===== src/rtl/ps2_pkg.sv =====
// Shared types, scan-code constants and the set-2 to ASCII lookup for the PS/2 key decoder.
// The lookup is only consumed when PS2_ASCII_EN is defined.
package ps2_pkg;

    typedef enum logic [1:0] {
        IDLE = 2'd0,
        POP  = 2'd1,
        PROC = 2'd2
    } state_t;

    localparam logic [7:0] PS2_EXT  = 8'hE0;
    localparam logic [7:0] PS2_BRK  = 8'hF0;
    localparam logic [7:0] PS2_ERR0 = 8'h00;
    localparam logic [7:0] PS2_ERR1 = 8'hFF;

    // Returns {valid, ascii}; unmapped codes give all zeros.
    function automatic logic [8:0] ps2_ascii(input logic [7:0] code);
        logic [8:0] r;
        r = 9'h000;
        case (code)
            8'h1C: r = {1'b1, 8'h41};  8'h32: r = {1'b1, 8'h42};
            8'h21: r = {1'b1, 8'h43};  8'h23: r = {1'b1, 8'h44};
            8'h24: r = {1'b1, 8'h45};  8'h2B: r = {1'b1, 8'h46};
            8'h34: r = {1'b1, 8'h47};  8'h33: r = {1'b1, 8'h48};
            8'h43: r = {1'b1, 8'h49};  8'h3B: r = {1'b1, 8'h4A};
            8'h42: r = {1'b1, 8'h4B};  8'h4B: r = {1'b1, 8'h4C};
            8'h3A: r = {1'b1, 8'h4D};  8'h31: r = {1'b1, 8'h4E};
            8'h44: r = {1'b1, 8'h4F};  8'h4D: r = {1'b1, 8'h50};
            8'h15: r = {1'b1, 8'h51};  8'h2D: r = {1'b1, 8'h52};
            8'h1B: r = {1'b1, 8'h53};  8'h2C: r = {1'b1, 8'h54};
            8'h3C: r = {1'b1, 8'h55};  8'h2A: r = {1'b1, 8'h56};
            8'h1D: r = {1'b1, 8'h57};  8'h22: r = {1'b1, 8'h58};
            8'h35: r = {1'b1, 8'h59};  8'h1A: r = {1'b1, 8'h5A};
            8'h45: r = {1'b1, 8'h30};  8'h16: r = {1'b1, 8'h31};
            8'h1E: r = {1'b1, 8'h32};  8'h26: r = {1'b1, 8'h33};
            8'h25: r = {1'b1, 8'h34};  8'h2E: r = {1'b1, 8'h35};
            8'h36: r = {1'b1, 8'h36};  8'h3D: r = {1'b1, 8'h37};
            8'h3E: r = {1'b1, 8'h38};  8'h46: r = {1'b1, 8'h39};
            8'h29: r = {1'b1, 8'h20};  8'h5A: r = {1'b1, 8'h0D};
            default: r = 9'h000;
        endcase
        return r;
    endfunction

endpackage


===== src/rtl/ps2_bcd_counter.sv =====
// Multi-digit BCD up-counter with ripple carry; all-nines wraps to zero.
// Shared with the display path.
module ps2_bcd_counter #(
    parameter int DIGITS = 2
) (
    input  logic                  clk,
    input  logic                  rst,
    input  logic                  inc,
    output logic [4*DIGITS-1:0]   count
);

    logic [4*DIGITS-1:0] count_q;
    logic [4*DIGITS-1:0] count_d;
    logic [DIGITS-1:0]   carry;

    assign carry[0] = inc;

    generate
        for (genvar gi = 0; gi < DIGITS; gi++) begin : g_digit
            logic [3:0] dig;
            assign dig = count_q[4*gi +: 4];
            assign count_d[4*gi +: 4] = !carry[gi] ? dig :
                                        (dig == 4'd9) ? 4'd0 : dig + 4'd1;
            if (gi < DIGITS - 1) begin : g_carry
                assign carry[gi+1] = carry[gi] && (dig == 4'd9);
            end
        end
    endgenerate

    always_ff @(posedge clk or posedge rst) begin
        if (rst) count_q <= '0;
        else     count_q <= count_d;
    end

    assign count = count_q;

endmodule


===== src/rtl/ps2_key_decoder.sv =====
// PS/2 set-2 scan-code decoder: pops FIFO bytes, tracks E0/F0 prefixes, emits key events.
// Define PS2_ASCII_EN to add the ascii/ascii_valid outputs.
module ps2_key_decoder
    import ps2_pkg::*;
#(
    parameter int BCD_DIGITS     = 2,
    parameter int PREFIX_TIMEOUT = 1023,
    parameter int TO_W           = 10
) (
    input  logic                      clk,
    input  logic                      rst,
    input  logic                      ready,
    input  logic [7:0]                data,
    output logic                      next,
    output logic [7:0]                key_code,
    output logic                      key_ext,
    output logic                      key_down,
    output logic                      make_pulse,
    output logic                      break_pulse,
    output logic                      repeat_pulse,
    output logic                      err_pulse,
`ifdef PS2_ASCII_EN
    output logic [7:0]                ascii,
    output logic                      ascii_valid,
`endif
    output logic [4*BCD_DIGITS-1:0]   press_count
);

    state_t         state_q, state_d;
    logic [7:0]     byte_q, byte_d;
    logic           ext_pend_q, ext_pend_d;
    logic           brk_pend_q, brk_pend_d;
    logic [TO_W-1:0] to_q, to_d;
    logic [7:0]     key_code_q, key_code_d;
    logic           key_ext_q, key_ext_d;
    logic           key_down_q, key_down_d;
    logic           make_q, make_d;
    logic           break_q, break_d;
    logic           repeat_q, repeat_d;
    logic           err_q, err_d;
    logic           pending;
    logic           tmo_hit;
    logic           held_match;

    assign pending    = ext_pend_q || brk_pend_q;
    assign tmo_hit    = (PREFIX_TIMEOUT != 0) && pending && (to_q == TO_W'(PREFIX_TIMEOUT));
    assign held_match = key_down_q && ({ext_pend_q, byte_q} == {key_ext_q, key_code_q});

    always_comb begin
        state_d    = state_q;
        byte_d     = byte_q;
        ext_pend_d = ext_pend_q;
        brk_pend_d = brk_pend_q;
        to_d       = to_q;
        key_code_d = key_code_q;
        key_ext_d  = key_ext_q;
        key_down_d = key_down_q;
        make_d     = 1'b0;
        break_d    = 1'b0;
        repeat_d   = 1'b0;
        err_d      = 1'b0;

        // A stale prefix is dropped; every pop restarts the window.
        if (tmo_hit) begin
            ext_pend_d = 1'b0;
            brk_pend_d = 1'b0;
            err_d      = 1'b0 | 1'b1;
            to_d       = '0;
        end else if (state_q == POP) begin
            to_d = '0;
        end else if ((PREFIX_TIMEOUT != 0) && pending) begin
            to_d = to_q + TO_W'(1);
        end

        case (state_q)
            IDLE: if (ready) state_d = POP;
            POP: begin
                byte_d  = data;
                state_d = PROC;
            end
            PROC: begin
                state_d = IDLE;
                if (byte_q == PS2_EXT) begin
                    ext_pend_d = 1'b1;
                end else if (byte_q == PS2_BRK) begin
                    brk_pend_d = 1'b1;
                end else begin
                    ext_pend_d = 1'b0;
                    brk_pend_d = 1'b0;
                    if (byte_q == PS2_ERR0 || byte_q == PS2_ERR1) begin
                        err_d = 1'b1;
                    end else if (brk_pend_q) begin
                        if (held_match) begin
                            break_d    = 1'b1;
                            key_down_d = 1'b0;
                        end
                    end else if (held_match) begin
                        repeat_d = 1'b1;
                    end else begin
                        make_d     = 1'b1;
                        key_code_d = byte_q;
                        key_ext_d  = ext_pend_q;
                        key_down_d = 1'b1;
                    end
                end
            end
            default: state_d = IDLE;
        endcase
    end

    always_ff @(posedge clk or posedge rst) begin
        if (rst) begin
            state_q    <= IDLE;
            byte_q     <= '0;
            ext_pend_q <= 1'b0;
            brk_pend_q <= 1'b0;
            to_q       <= '0;
            key_code_q <= '0;
            key_ext_q  <= 1'b0;
            key_down_q <= 1'b0;
            make_q     <= 1'b0;
            break_q    <= 1'b0;
            repeat_q   <= 1'b0;
            err_q      <= 1'b0;
        end else begin
            state_q    <= state_d;
            byte_q     <= byte_d;
            ext_pend_q <= ext_pend_d;
            brk_pend_q <= brk_pend_d;
            to_q       <= to_d;
            key_code_q <= key_code_d;
            key_ext_q  <= key_ext_d;
            key_down_q <= key_down_d;
            make_q     <= make_d;
            break_q    <= break_d;
            repeat_q   <= repeat_d;
            err_q      <= err_d;
        end
    end

    // Strobe decoded straight from the state register so reset drops it at once.
    assign next         = (state_q == POP);
    assign key_code     = key_code_q;
    assign key_ext      = key_ext_q;
    assign key_down     = key_down_q;
    assign make_pulse   = make_q;
    assign break_pulse  = break_q;
    assign repeat_pulse = repeat_q;
    assign err_pulse    = err_q;

    ps2_bcd_counter #(
        .DIGITS (BCD_DIGITS)
    ) u_press_cnt (
        .clk   (clk),
        .rst   (rst),
        .inc   (make_d),
        .count (press_count)
    );

`ifdef PS2_ASCII_EN
    logic [7:0] ascii_q;
    logic       ascii_valid_q;
    logic [8:0] lut;

    assign lut = ps2_ascii(byte_q);

    always_ff @(posedge clk or posedge rst) begin
        if (rst) begin
            ascii_q       <= '0;
            ascii_valid_q <= 1'b0;
        end else if (make_d) begin
            ascii_q       <= ext_pend_q ? 8'h00 : lut[7:0];
            ascii_valid_q <= ext_pend_q ? 1'b0 : lut[8];
        end
    end

    assign ascii       = ascii_q;
    assign ascii_valid = ascii_valid_q;
`endif

endmodule


===== config.mk =====
export PLATFORM = sky130hd
export DESIGN_NAME = ps2_key_decoder
export DESIGN_NICKNAME = d
export VERILOG_FILES = /design/src/rtl/ps2_pkg.sv /design/src/rtl/ps2_bcd_counter.sv /design/src/rtl/ps2_key_decoder.sv
export SDC_FILE = /design/constraint.sdc
export NUM_CORES = 1
export LEC_CHECK = 0
export ABC_AREA = 0
export CORE_MARGIN = 10
export CORE_UTILIZATION = 50
export CTS_CLUSTER_SIZE = 30
export DETAILED_ROUTE_END_ITERATION = 10
export PLACE_DENSITY = 0.79
export SLEW_MARGIN = 15
export SYNTH_ARGS = -nofsm -noshare
export SYNTH_HDL_FRONTEND = slang
export SYNTH_SLANG_ARGS = --single-unit

===== constraint.sdc =====
create_clock -name clk -period 2.5 [get_ports clk]
set_input_delay 0.625 -clock clk [delete_from_list [all_inputs] [get_ports clk]]
set_output_delay 0.625 -clock clk [all_outputs]
set_load 0.005 [all_outputs]

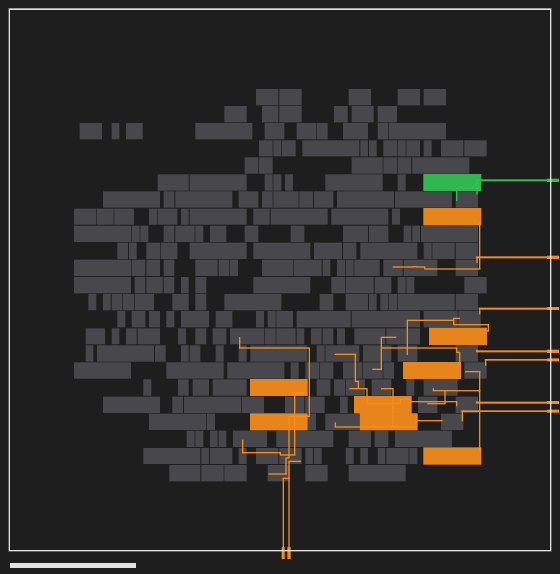
*Nets reached from selected ports, run 1*
Scale bar: 20 µm.
`make_pulse` -> green  # bits 1, direction output, end cells 1, buffers 1, wire 19.2 µm
`key_code` -> orange  # bits 8, direction output, end cells 8, buffers 8, wire 313 µm

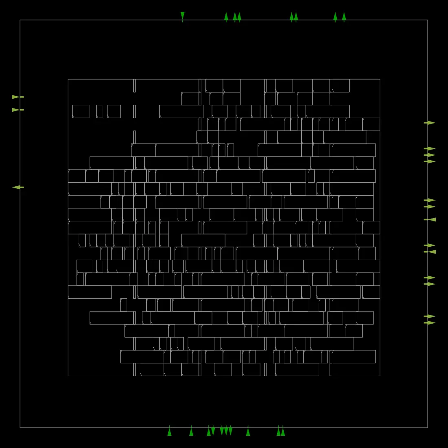
*Cell placement, run 1*
Flops: 44
final core utilization: 65.1%
tapcell count: 50

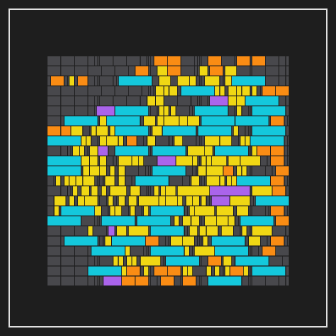
*Cells colored by class, run 1*
Fill, decap, tap and diode cells in gray.
clock drivers and dummy loads -> purple  # cells 8
combinational and other logic -> yellow  # cells 162
sequential cells -> cyan  # cells 44
remaining buffers and delay cells -> orange  # cells 37

## run 1: worst paths after layout
| kind | endpoint | cells past startpoint | slack [ps] |
|---|---|---|---|
| setup / recovery | u_press_cnt.count[1] | 8 | 310 |
| hold / removal | state_q[0] | 1 | 470 |
| setup reg to reg | u_press_cnt.count[1] | 8 | 310 |
| hold reg to reg | state_q[0] | 1 | 470 |
| max in group asynchronous | to_q[3] | 3 | 1380 |
| min in group asynchronous | ext_pend_q | 3 | 760 |
## run 1: state kept, by name (all words and copies together) (netlist names)
| name | flops |
|---|---|
| break_pulse | 1 |
| brk_pend_q | 1 |
| byte_q | 8 |
| err_pulse | 1 |
| ext_pend_q | 1 |
| key_code | 8 |
| key_down | 1 |
| key_ext | 1 |
| make_pulse | 1 |
| repeat_pulse | 1 |
| state_q | 2 |
| to_q | 10 |
| u_press_cnt.count | 8 |
## run 1: worst register-to-register path, stage by stage (launching register included)
cell and delay [ps]:
sky130_fd_sc_hd__dfrtp_1 470, sky130_fd_sc_hd__xnor2_1 230, sky130_fd_sc_hd__nand4_1 130, sky130_fd_sc_hd__nor3_1 270, sky130_fd_sc_hd__inv_1 80, sky130_fd_sc_hd__ha_1 180
sky130_fd_sc_hd__o211a_1 260, sky130_fd_sc_hd__nand2_1 130, sky130_fd_sc_hd__mux2_1 310
## run 1: routing by layer
| layer | vias up | part of all wire [%] | track usage [%] |
|---|---|---|---|
| met5 | - | 0 | 0 |
| met3 | 4 | 5.9 | 5.01 |
| li1 | 791 | - | - |
| met2 | 31 | 48 | 18.7 |
| met1 | 797 | 45 | 15.4 |
| met4 | 0 | 0.99 | 5.24 |
==> reports/README.md, run 1 <==
| Parameter | This run |
|:---|:---|
| Final setup violating endpoints | 0 |
| Number of non-clock buffers in the layout | 37 |
| Top-level I/O count | 34 |
| Clock sink total | 44 |
| Power per unit of standard cell area | 1010 nW/µm² |
| Max rail drop VDD | 0.426 mV |
| Most area-hungry cell type in the Yosys netlist | sky130_fd_sc_hd__dfrtp_1 |
| Cell area after synthesis | 2170 µm² |
| Cell internal pwr | 0.00180 W |
| Largest net degree at the start of global routing | 45 |
| Clock network area share | 4.15% |
| Arr. time, crit path | 2370 ps |
| Non-Clock Buffer Area Fraction | 13.4% |
| Skew final | 9.81 ps |
| Crit-path max cell delay | 470 ps |
| Most common cell in the synthesized netlist | sky130_fd_sc_hd__dfrtp_1 |
| Outcome | finished clean |
| Final instance area | 2680 µm² |
| Placement-stage cell area | 2570 µm² |
| Share of synthesized cell area in and, or, nand and nor gates | 22.5% |
| Clock-pin slew of the registers on the worst-case setup and hold paths | 80 ps |
| Comb pwr | 0.000966 W |
| Critical-path cell with the highest stage delay | sky130_fd_sc_hd__dfrtp_1 |
| Total routed wirelength | 4450 µm |
| Non-Filler Instances | 301 |
| Final period util | 87.4% |
| Diode count | 0 |
| Compound-cell area share of the yosys netlist | 7.14% |
| Final Total Pwr | 0.00270 W |
| Layout clock buffer count | 5 |
| Minimum clock period after layout | 2190 ps |
| Starting density of the core | 52.8% |
| Number of antenna violations at the first check in global routing | 0 |
| WHS | 473 ps |
| Number of iterations in the first detailed-routing pass | 4 |
| Final RePlAce weighted congestion | 0.805 |
| Number of global-route vias before repair | 1584 |
| Reported net switching power | 0.000899 W |
| Share of synthesized area occupied by flip-flops and latches | 50.7% |
| Via density per instance | 5.39 |
| Chip area line of the yosys report | 2170 µm² |
| Part of the power in combinational logic | 35.8% |
| Cell leakage power | 1.20 nW |
| Fraction of power consumed by sequential logic | 44.3% |
==> run 2, diff against run 1 <==
- CTS_CLUSTER_DIAMETER: unset -> 200
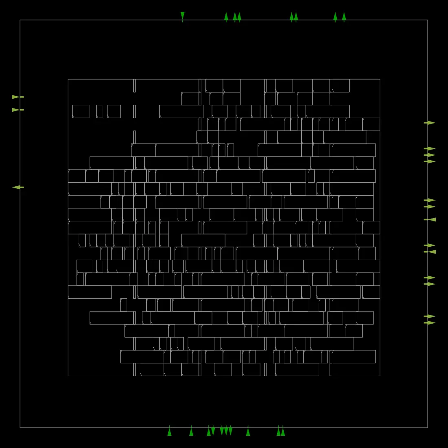
*Cell placement, run 2*
area inside the core boundary: 4120 µm²
Non-Filler Instances: 301
fraction of standard cell area that is sequential: 41.1%
FILL cells: 336
Cell Rows: 23

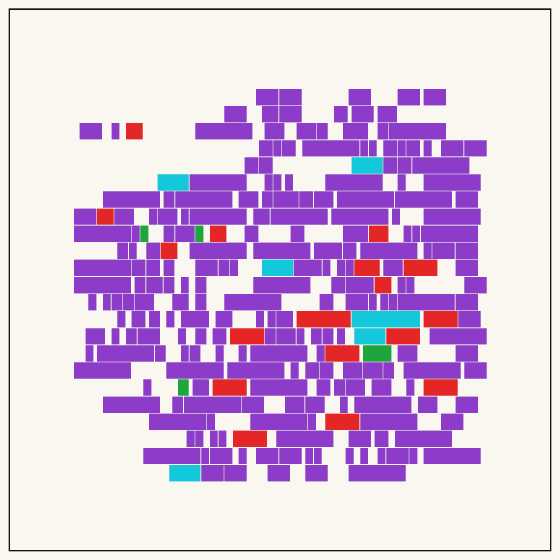
*Drive-strength map, run 2*
_6 and larger -> cyan  # cells 6, share 2.4%
_2 cells -> green  # cells 4, share 1.6%
_0 and _1 cells -> purple  # cells 224, share 89%
_3 and _4 cells -> red  # cells 17, share 6.8%
relative area change from synthesis to final layout: 23.3%
worst setup slack after layout: 314 ps
number of non-clock buffers in the layout: 37
final instance area: 2680 µm²

==> reports/README.md, run 2 <==
| Parameter | This run | vs previous |
|:---|:---|:---|
| Layout clock buffer count | 5 | unchanged |
| Routed wl met2 | 2120 µm | unchanged |
| Top-level I/O count | 34 | unchanged |
| Top layer used by detailed routing | met4 |  |
| Clock network area share | 4.15% | unchanged |
| Final RePlAce weighted congestion | 0.805 | unchanged |
| Most common cell in the synthesized netlist | sky130_fd_sc_hd__dfrtp_1 |  |
| Cell area after synthesis | 2170 µm² | unchanged |
| Metal-1 WL | 2020 µm | unchanged |
| Outcome | finished clean |  |
| Arr. time, crit path | 2370 ps | about the same |
| Most area-hungry cell type in the Yosys netlist | sky130_fd_sc_hd__dfrtp_1 |  |
| Placement-stage cell area | 2570 µm² | unchanged |
| Part of the power in combinational logic | 35.8% | about the same |
| Overall fraction of global-route tracks in use | 12.4% |  |
| Number of global-route vias before repair | 1584 | unchanged |
| Flops | 44 | unchanged |
| Diode count | 0 | unchanged |
| Reported net switching power | 0.000899 W | unchanged |
| Number of iterations in the first detailed-routing pass | 4 | unchanged |
| Power per unit of standard cell area | 1010 nW/µm² | unchanged |
| Starting density of the core | 52.8% | unchanged |
| Via density per instance | 5.39 | unchanged |
| Non-Clock Buffer Area Fraction | 13.4% | unchanged |
| Fraction of area in multi-input gates | 37.7% |  |
| WHS | 473 ps | unchanged |
| Final Total Pwr | 0.00270 W | unchanged |
| Number of antenna violations at the first check in global routing | 0 | unchanged |
| Count of instantiated cells in the yosys netlist | 211 |  |
| Cell internal pwr | 0.00180 W | unchanged |
| Max rail drop VDD | 0.426 mV | unchanged |
| Largest register FFs | 10 | unchanged |
| Most flop-heavy register | to_q |  |
| Total routed wirelength | 4450 µm | unchanged |
| Sum of met3 wire segment lengths after detailed routing | 264 µm | unchanged |
| Final core utilization | 65.1% | unchanged |
| Chip area line of the yosys report | 2170 µm² | unchanged |
| Largest net degree at the start of global routing | 45 | unchanged |
| Clock sink total | 44 | unchanged |
## run 2: critical path, cell delays in order (launching register included)
cell                      delay, ps
sky130_fd_sc_hd__dfrtp_1        470
sky130_fd_sc_hd__xnor2_1        230
sky130_fd_sc_hd__nand4_1        130
sky130_fd_sc_hd__nor3_1         270
sky130_fd_sc_hd__inv_1           80
sky130_fd_sc_hd__ha_1           180
sky130_fd_sc_hd__o211a_1        260
sky130_fd_sc_hd__nand2_1        130
sky130_fd_sc_hd__mux2_1         310
## run 2: path summary, 6_finish.rpt
| path | startpoint | slack, ps | to | depth (start not counted) |
|---|---|---|---|---|
| setup / recovery | byte_q[0] | 310 | u_press_cnt.count[1] | 8 |
| min in group asynchronous | rst | 760 | ext_pend_q | 3 |
| max in group asynchronous | rst | 1380 | to_q[3] | 3 |
| hold / removal | state_q[1] | 470 | state_q[0] | 1 |
| hold reg to reg | state_q[1] | 470 | state_q[0] | 1 |
| setup reg to reg | byte_q[0] | 310 | u_press_cnt.count[1] | 8 |
## run 2: power by group through the flow
stage               Clock [W]  Sequential [W]  Combinational, W
finish               0.000536         0.00119          0.000966
CTS                  0.000554         0.00119          0.000984
global placement            0         0.00119          0.000948
floorplan                   0         0.00116          0.000583
detailed placement          0         0.00120          0.000976
global route         0.000588         0.00123           0.00107
## run 2: cells by family (layout without fill, tap and decap cells)
group | Yosys count | after routing | synth area share, %
mux | 12 | 12 | 7.77
flops | 44 | 44 | 50.7
xor+xnor | 17 | 17 | 6.85
fa+ha+maj | 4 | 4 | 2.30
compound gates | 24 | 24 | 7.14
simple gates | 96 | 96 | 22.5
buf+inv | 14 | 54 | 2.82
## run 2: metal layers
metal  up-vias  track usage (%)
met4         0             5.24
met1       797             15.4
met3         4             5.01
li1        791                -
met5         -                0
met2        31             18.7
==> run 3, diff against run 2 <==
- PLACE_DENSITY: 0.79 -> unset
- PLACE_DENSITY_LB_ADDON: unset -> 0.3
- SETUP_SLACK_MARGIN: unset -> 0.5
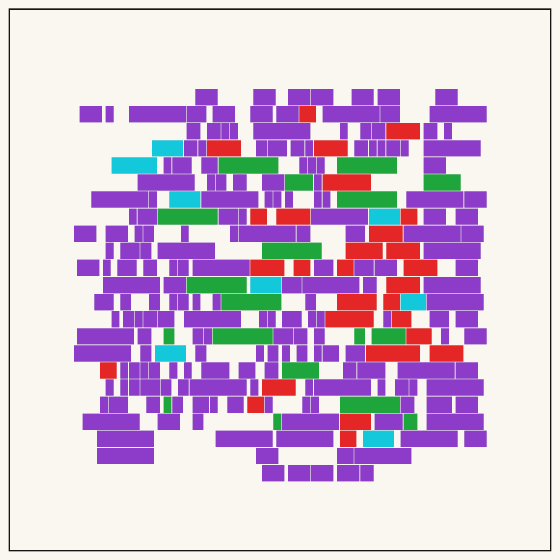
*Drive-strength map, run 3*
number of non-clock buffers in the layout: 44
final instance area: 2820 µm²
relative area change from synthesis to final layout: 29.9%
worst setup slack after layout: 535 ps

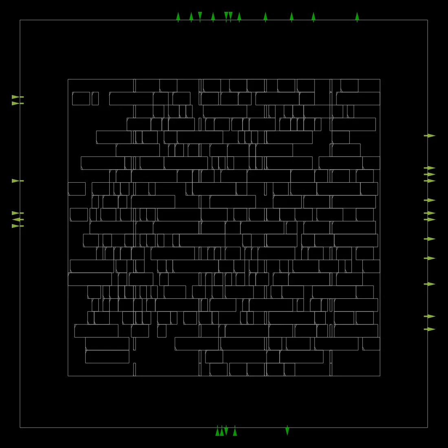
*Cell placement, run 3*
final core utilization: 68.6%
fraction of standard cell area that is sequential: 39.4%

==> reports/README.md, run 3 <==
| Parameter | This run | vs previous |
|:---|:---|:---|
| Critical Path, Cell by Cell | buf_4 > clkdlybuf4s50_1 |  |
| Via density per instance | 5.28 | -2.2% |
| Sequential cell area | 1110 µm² |  |
| Final RePlAce weighted congestion | 0.883 | +9.7% |
| Max-slew violation count | 0 |  |
| Share of synthesized cell area in and, or, nand and nor gates | 22.5% | unchanged |
| Cell count of the worst reg-to-reg path | 8 | unchanged |
| Arr. time, crit path | 1340 ps | -1030 ps |
| Cell internal pwr | 0.00182 W | +1.2% |
| Cell Rows | 23 | unchanged |
| Comb area leader | simple AND/OR/NAND/NOR gates |  |
| Most area-hungry cell type in the Yosys netlist | sky130_fd_sc_hd__dfrtp_1 |  |
| Chip area line of the yosys report | 2170 µm² | unchanged |
| Overall fraction of global-route tracks in use | 12.9% | +0.45 points |
| Critical-path cell with the highest stage delay | sky130_fd_sc_hd__clkdlybuf4s50_1 |  |
| Total routed wirelength | 4790 µm | +7.7% |
| Top power group | sequential cells |  |
| Clock sink total | 44 | unchanged |
| Number of antenna violations at the first check in global routing | 0 | unchanged |
| Most common cell in the synthesized netlist | sky130_fd_sc_hd__dfrtp_1 |  |
| Compound-cell area share of the yosys netlist | 7.14% | unchanged |
| Cell area after synthesis | 2170 µm² | unchanged |
| Largest net degree at the start of global routing | 28 | -38% |
| Adder Area Share | 2.30% | unchanged |
| Top-level I/O count | 34 | unchanged |
| Outcome | finished clean |  |
| Area inside the core boundary | 4120 µm² | unchanged |
| Diode count | 0 | unchanged |
| Power per unit of standard cell area | 989 nW/µm² | -1.7% |
| XOR/XNOR Area Share | 6.85% | unchanged |
| Mux share | 7.77% | unchanged |
| CP Launch Point | key_code[5] |  |
| Reported net switching power | 0.000976 W | +8.5% |
| Comb pwr | 0.00110 W | +10% |
| End of the critical path | key_code[5] |  |
| Count of instantiated cells in the yosys netlist | 211 | unchanged |
| Startpoint of the lowest-slack register-to-register path | byte_q[5] |  |
| Largest register FFs | 10 | unchanged |
| FILL cells | 331 | -1.5% |
| Sequential Power | 0.00123 W | +3% |
| Most flop-heavy register | to_q |  |
| Number of cells on the worst hold path | 1 | unchanged |
[run 3: cell counts after synthesis]
No cell type changed its count.
[run 3: worst min-delay path by stage]
stage | start | to | slack, ps
after floorplan | state_q[1] | state_q[0] | 440
after global placement | state_q[1] | state_q[0] | 450
after detailed placement | state_q[1] | state_q[0] | 460
after CTS | u_press_cnt.count[4] | u_press_cnt.count[4] | 500
after global routing | u_press_cnt.count[4] | u_press_cnt.count[4] | 520
final | u_press_cnt.count[4] | u_press_cnt.count[4] | 500
[run 3: cells by family (layout without fill, tap and decap cells)]
family,after synthesis,after routing
and+or+nand+nor,96,96
adders and majority gates,4,4
DFF,44,44
xor gates and xnor gates,17,17
AOI/OAI and AO/OA,24,24
buffers and inverters,14,61
muxes,12,12
[run 3: worst max-delay path, delay by kind of cell, from the launching register on]
| kind | cells | cell delay [ps] |
|---|---|---|
| buffers and inverters | 2 | 620 |
| flip-flops | 1 | 420 |
[run 3: timing repair]
action,in CTS,in global routing
hold buffers,0,0
pin swaps,1,6
buffers inserted,3,5
setup endpoints to repair,12,9
resized,5,19
[run 3: area by class of cell]
class	count	area share (%)
Tap cell	50	2.22
Sequential cell	44	39.4
Multi-Input combinational cell	153	38.8
Clock inverter	2	0.354
Clock buffer	6	2.92
Inverter	9	1.20
Timing Repair Buffer	44	15.2
[run 3: stage by stage]
step	area, µm²	hold WS [ps]	std cells	power, W	util, %
final	2820	500	308	0.00279	68.6
after global routing	2820	522	308	0.00298	68.6
after CTS	2710	501	303	0.00267	65.8
after detailed placement	2580	463	292	0.00220	62.8
after global placement	2580	452	292	0.00217	62.8
after floorplan	2190	438	211	0.00176	-
[run 3: routing by layer]
metal	wire length (µm)	track usage, %
met5	0	0
met4	89	6.29
met3	278	4.26
met2	2270	19.9
met1	2150	15.7

==> notes/layouts.md <==
Pictures saved along the way, in no particular order.

Signal wires by layer.
(a)
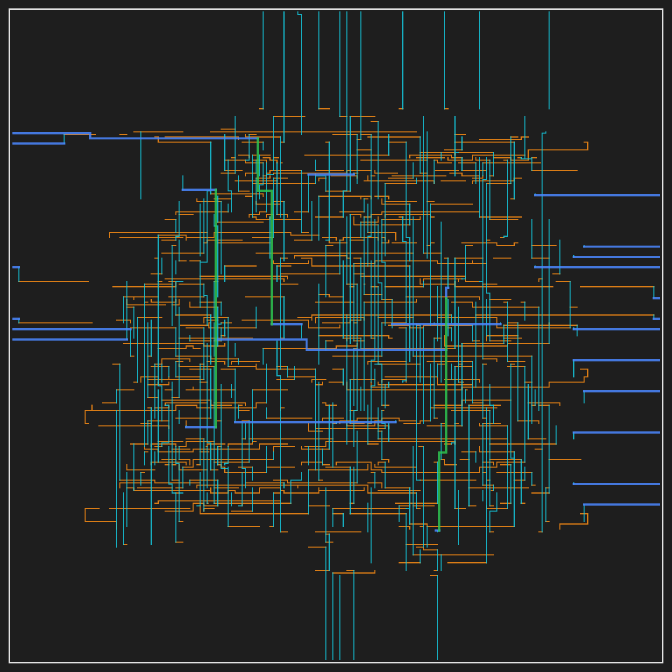
(b)
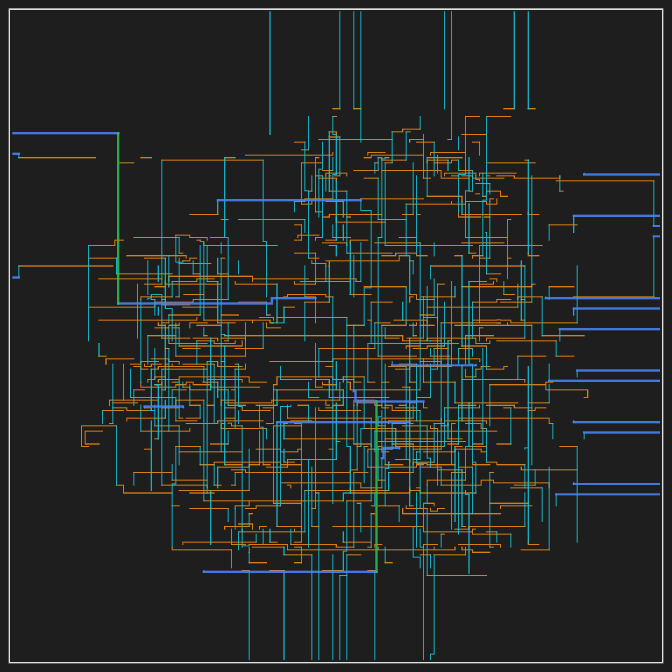
- (b) = run 2
- (a) = run 3

Key to (b):
metal 2 -> cyan  # wire length 2120 µm
metal 1 -> orange  # wire length 2020 µm
metal 3 -> blue  # wire length 264 µm
metal 4 -> green  # wire length 44.9 µm

Power and IR drop assume default switching activity.
